===== src/rtl/systolic_pkg.sv =====
// systolic_pkg: shared state encoding and timing constants for the tile sequencer.
// Rev 1.0
`default_nettype none

package systolic_pkg;

  typedef enum logic [2:0] {
    IDLE  = 3'd0,
    ISSUE = 3'd1,
    FLUSH = 3'd2,
    DRAIN = 3'd3,
    DONE  = 3'd4
  } ctrl_state_e;

  localparam int MAC_LAT_DEFAULT = 4;
  localparam int RD_LAT_DEFAULT  = 1;

  // Cycles after the last issue until the far-corner PE has absorbed its last term.
  function automatic int flush_len(input int rows, input int cols,
                                   input int rd_lat, input int mac_lat);
    return ((rows < cols) ? rows : cols) - 1 + rd_lat + mac_lat;
  endfunction

endpackage

`default_nettype wire


===== src/rtl/skew_delay.sv =====
// skew_delay: resettable WIDTH-bit shift register of DEPTH stages (DEPTH >= 1).
// Rev 1.0
`default_nettype none

module skew_delay #(
  parameter int WIDTH = 1,
  parameter int DEPTH = 1
) (
  input  logic             clk,
  input  logic             rst,
  input  logic [WIDTH-1:0] din,
  output logic [WIDTH-1:0] dout
);

  logic [WIDTH-1:0] pipe [DEPTH];

  always_ff @(posedge clk) begin
    if (rst) begin
      for (int i = 0; i < DEPTH; i++) pipe[i] <= '0;
    end else begin
      pipe[0] <= din;
      for (int i = 1; i < DEPTH; i++) pipe[i] <= pipe[i-1];
    end
  end

  assign dout = pipe[DEPTH-1];

endmodule

`default_nettype wire


===== src/rtl/systolic_tile_ctrl.sv =====
// systolic_tile_ctrl: issues skewed operand reads and row-edge en/clr for an
// output-stationary MAC array, waits for the pipeline to flush, then drains rows.
`default_nettype none

module systolic_tile_ctrl
  import systolic_pkg::*;
#(
  parameter int ROWS    = 4,
  parameter int COLS    = 4,
  parameter int MAX_K   = 256,
  parameter int AW      = $clog2(MAX_K),
  parameter int RD_LAT  = RD_LAT_DEFAULT,
  parameter int MAC_LAT = MAC_LAT_DEFAULT
) (
  input  logic                     clk,
  input  logic                     rst,
  input  logic                     start,
  input  logic [AW:0]              k_len,
  output logic                     busy,
  output logic                     done,
  output logic                     cfg_err,
  output logic [ROWS-1:0]          x_rd_en,
  output logic [ROWS*AW-1:0]       x_rd_addr,
  output logic [COLS-1:0]          w_rd_en,
  output logic [COLS*AW-1:0]       w_rd_addr,
  output logic [ROWS-1:0]          row_en,
  output logic [ROWS-1:0]          row_clr,
  output logic                     drain_valid,
  input  logic                     drain_ready,
  output logic [$clog2(ROWS)-1:0]  drain_row
);

  localparam int LANES     = (ROWS > COLS) ? ROWS : COLS;
  localparam int FLUSH_CYC = flush_len(ROWS, COLS, RD_LAT, MAC_LAT);
  localparam int CW        = $clog2(MAX_K + LANES + FLUSH_CYC) + 1;
  localparam int RDW       = $clog2(ROWS);

  ctrl_state_e    state, state_n;
  logic [AW:0]    k_reg, k_n;
  logic [CW-1:0]  cnt, cnt_n;
  logic [RDW-1:0] row_q, row_n;
  logic           cfg_err_q, cfg_err_n;

  logic [CW-1:0]  kx;
  logic [CW-1:0]  issue_last;
  logic           k_ok;
  logic [ROWS-1:0] x_first;

  assign kx         = CW'(k_reg);
  assign issue_last = kx + CW'(LANES - 2);
  assign k_ok       = (k_len != '0) && (k_len <= (AW+1)'(MAX_K));

  always_ff @(posedge clk) begin
    if (rst) begin
      state     <= IDLE;
      k_reg     <= '0;
      cnt       <= '0;
      row_q     <= '0;
      cfg_err_q <= 1'b0;
    end else begin
      state     <= state_n;
      k_reg     <= k_n;
      cnt       <= cnt_n;
      row_q     <= row_n;
      cfg_err_q <= cfg_err_n;
    end
  end

  always_comb begin
    state_n   = state;
    k_n       = k_reg;
    cnt_n     = cnt;
    row_n     = row_q;
    cfg_err_n = 1'b0;
    case (state)
      IDLE: begin
        if (start) begin
          if (k_ok) begin
            k_n     = k_len;
            cnt_n   = '0;
            state_n = ISSUE;
          end else begin
            cfg_err_n = 1'b1;
          end
        end
      end
      ISSUE: begin
        if (cnt == issue_last) begin
          cnt_n   = '0;
          state_n = FLUSH;
        end else begin
          cnt_n = cnt + CW'(1);
        end
      end
      FLUSH: begin
        if (cnt == CW'(FLUSH_CYC - 1)) begin
          cnt_n   = '0;
          row_n   = '0;
          state_n = DRAIN;
        end else begin
          cnt_n = cnt + CW'(1);
        end
      end
      DRAIN: begin
        if (drain_ready) begin
          if (row_q == RDW'(ROWS - 1)) begin
            row_n   = '0;
            state_n = DONE;
          end else begin
            row_n = row_q + RDW'(1);
          end
        end
      end
      DONE:    state_n = IDLE;
      default: state_n = IDLE;
    endcase
  end

  // Lane r serves term (cnt - r) while that term index lies in [0, K).
  for (genvar r = 0; r < ROWS; r++) begin : g_x_lane
    logic [CW-1:0] rel;
    assign rel        = cnt - CW'(r);
    assign x_rd_en[r] = (state == ISSUE) && (cnt >= CW'(r)) && (rel < kx);
    assign x_rd_addr[r*AW +: AW] = x_rd_en[r] ? rel[AW-1:0] : '0;
    assign x_first[r] = x_rd_en[r] && (rel == '0);
  end

  for (genvar c = 0; c < COLS; c++) begin : g_w_lane
    logic [CW-1:0] rel;
    assign rel        = cnt - CW'(c);
    assign w_rd_en[c] = (state == ISSUE) && (cnt >= CW'(c)) && (rel < kx);
    assign w_rd_addr[c*AW +: AW] = w_rd_en[c] ? rel[AW-1:0] : '0;
  end

  // Align en/clr with the operand data returned by the buffers.
  skew_delay #(
    .WIDTH(2 * ROWS),
    .DEPTH(RD_LAT)
  ) u_row_dly (
    .clk (clk),
    .rst (rst),
    .din ({x_first, x_rd_en}),
    .dout({row_clr, row_en})
  );

  assign busy        = (state == ISSUE) || (state == FLUSH) || (state == DRAIN);
  assign done        = (state == DONE);
  assign drain_valid = (state == DRAIN);
  assign drain_row   = row_q;
  assign cfg_err     = cfg_err_q;

endmodule

`default_nettype wire


===== config.mk =====
export PLATFORM = sky130hd
export DESIGN_NAME = systolic_tile_ctrl
export DESIGN_NICKNAME = d
export VERILOG_FILES = /design/src/rtl/systolic_pkg.sv /design/src/rtl/skew_delay.sv /design/src/rtl/systolic_tile_ctrl.sv
export SDC_FILE = /design/constraint.sdc
export NUM_CORES = 1
export LEC_CHECK = 0
export ABC_AREA = 1
export CORE_MARGIN = 5
export CORE_UTILIZATION = 54
export CTS_CLUSTER_SIZE = 12
export DETAILED_ROUTE_END_ITERATION = 8
export PLACE_DENSITY = 0.88
export SLEW_MARGIN = 20
export SYNTH_ARGS = -nofsm -noshare
export SYNTH_HDL_FRONTEND = slang
export SYNTH_SLANG_ARGS = --single-unit

===== constraint.sdc =====
create_clock -name clk -period 8.1 [get_ports clk]
set_clock_uncertainty 0.15 [all_clocks]
set_input_delay 1.62 -clock clk [delete_from_list [all_inputs] [get_ports clk]]
set_output_delay 1.62 -clock clk [all_outputs]
set_load 0.005 [all_outputs]

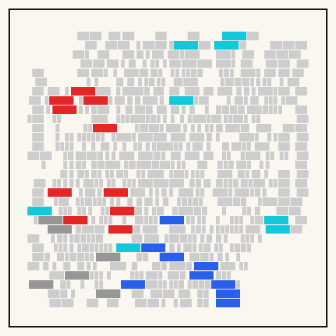
(sequential cells coloured by netlist name)
Other sequential cells in the stronger grey, the rest of the logic in the fainter grey.
Red is `cnt`, sequential cells 10, where west. Cyan is `u_row_dly.pipe`, sequential cells 8. Blue is `k_reg`, sequential cells 9, where south.

==> notes.md <==
impl run done, here's what came out: CTS Buf Count=5, WL final=11230 um, multi-input gates=408, CTS tree=built, pin count of the biggest net entering global routing=25, met1 wire length=4439 um, Mapped Cells=587, clock-pin transition on the worst setup and hold timing paths=0.08 ns, total chip power=0.0008736 W, die width=93.38 um, max-cap viol count=0, total track usage=0.2543, dpl hpwl=8765 um, most numerous logic cells after layout=nand2_1, clkdlybuf4s50_1, nor2_1, Post-synth ARST share=0, dpl ws=3.023 ns, Syn Nets=646, Logic area=2351 um2, Synth mux share=0, top cells by area=dfxtp_1, ha_1, nand2_1, vias=3972, minimum clock period=5.435 ns, fraction of area in registers=0.1446, Clk. pwr=0.000137 W, area leader, netlist=dfxtp_1, Inst Count DP=729, # hold bufs at CTS=0, ANT nets after route=0, Placed Area=4472 um2, clkbuf count=6, I/O pins=99, die height=93.38 um, non-filler cells, final=737, outcome=finished clean, GP Congestion=0.9934, Core Util at FP=0.5525, Synth Area in Simple Gates=0.3320
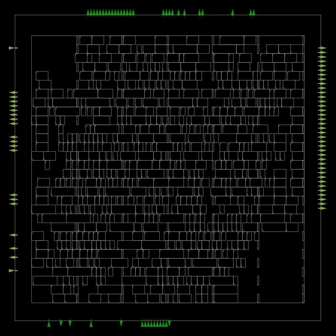
(cell outlines without signal wires)
FFs & Latches: 33
core outline area: 6794 um2
Filler cells: 628
tap cells: 96

-- critical path, stage by stage (launching register included) --
cell	delay (ns)
dfxtp_1	0.57
inv_1	0.26
ha_1	0.26
nand2_1	0.06
nand2_1	0.11
nor2_2	0.16
xor2_1	0.21
inv_1	0.09
ha_1	0.29
a21oi_1	0.15
o21a_1	0.15
nor2_1	0.05
nor2_2	0.11
nand3_2	0.17
nor2_1	0.19
clkdlybuf4s50_1	0.54
-- Yosys cell counts, types with 3 or more instances --
library cell,number
a21oi_1,23
buf_2,3
nand3_2,3
o21a_1,5
xnor2_1,3
dfxtp_1,33
nand3_1,15
o21ai_0,12
nor2_1,89
buf_6,3
inv_2,5
o21bai_1,5
buf_4,43
o21ai_1,3
nand2_1,122
ha_1,46
nand2_2,5
inv_1,86
xor2_1,23
nor3_1,10
nor2_2,9
nand4_1,20
Power figures rest on the tool's default switching activity, not on a simulated workload.
